Design fetch_stage, sky130hd; sources not shown.
==> images/layer_met3.png <==
Cells faint in the background.
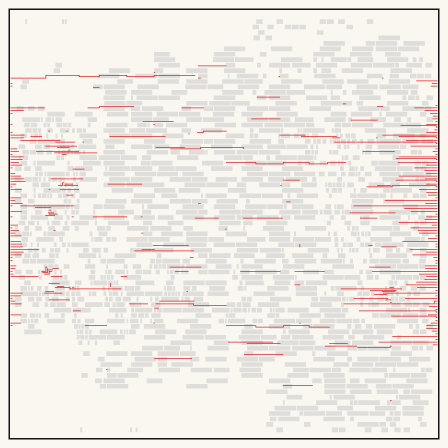
wire length on this layer = 2490 um
main direction = horizontal
nets with wire on the layer = 207
Detailed Route WL: 39.3 mm
GR Layer Usage met3: 4.10%
total via count after detailed routing: 10000

==> images/layer_met2.png <==
The bar under the picture is 50 um long.
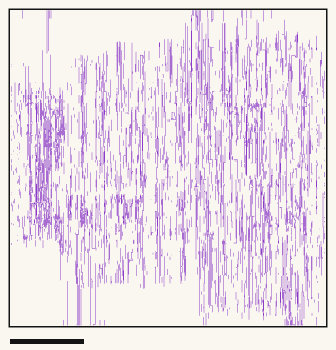
nets with wire on the layer = 1133
longest straight run = 85.0 um
share of all routed wire = 46%
met2 GRT Util: 27.3%

==> images/congestion.png <==
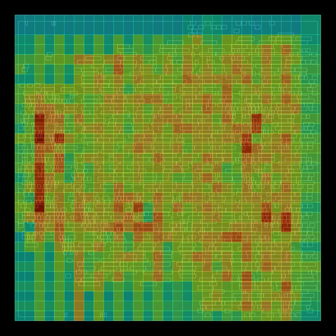
Top Usage Layer GRT: met2
global routing usage summed across all routing layers: 17.5%
met1 Resource Use GR: 24.3%

==> images/layer_met1.png <==
The bar under the picture is 50 um long. Supply wires on this layer in grey.
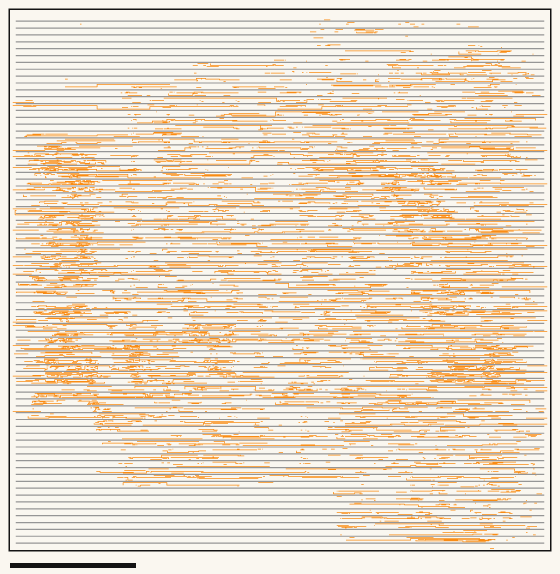
longest straight run = 85.1 um
wire length on this layer = 18100 um
share of all routed wire = 46%
nets with wire on the layer = 1214
main direction = horizontal

==> impl_report.txt <==
PHYSICAL IMPLEMENTATION REPORT
----------------------------------------------------
[Clock tree]
  Clk Tree Root Cell ........................ clkbuf_8
  TritonCTS Buffers ........................ 70
  Max Buffers Root-to-Sink ........................ 3
  Number of instances resized during post-cts repair ........................ 0

[Synth]
  Yosys aoi share ........................ 4.11%
  Synth logic family ........................ multiplexers
  Share of synthesized cell area in full adder, half adder and majority cells ........................ 1.36%
  Yosys-reported design area after synthesis ........................ 17600 sq um
  Flops after synth ........................ 416
  Top area contributor share ........................ 62.7%

[Placement]
  Count of input and output buffers ........................ 191
  Placed wire-length estimate ........................ 24.5 mm

[Global routing]
  Sum of overflow across all layers after global routing ........................ 0
  Largest net degree at the start of global routing ........................ 63

[Outcome]
  Outcome ........................ complete, no violations

[Detailed routing]
  Remaining antenna violation count after routing ........................ 0
  Post-detailed-route via-to-cell ratio ........................ 5.27
  Highest routed layer ........................ met5

[Setup path]
  Required time at the worst-slack endpoint ........................ 8.10 ns
  Most frequent CP cell ........................ or4_1
  Launching element type of the critical path ........................ register
  Worst stage delay on the critical path ........................ 0.77 ns
  Data arrival time of the critical path ........................ 4.93 ns

[Cells and area]
  Count of buffers not belonging to the clock network in the layout ........................ 204
  Largest register FFs ........................ 248
  Nonclk inv count ........................ 21
  Layout Nets ........................ 1348
  Portion of the layout cell area used by non-clock buffers ........................ 9.34%
  # fillers ........................ 3627

[Floorplan]
  Row cnt ........................ 76

[Pwr]
  Leak pwr ........................ 7.08 nW
  IR drop worst, VDD ........................ 0.116 mV

[STA]
  Layout Skew ........................ 0.0295 ns
  Final worst path period need ........................ 5.83 ns

----------------------------------------------------
Power figures rest on the tool's default switching activity, not on a simulated workload.
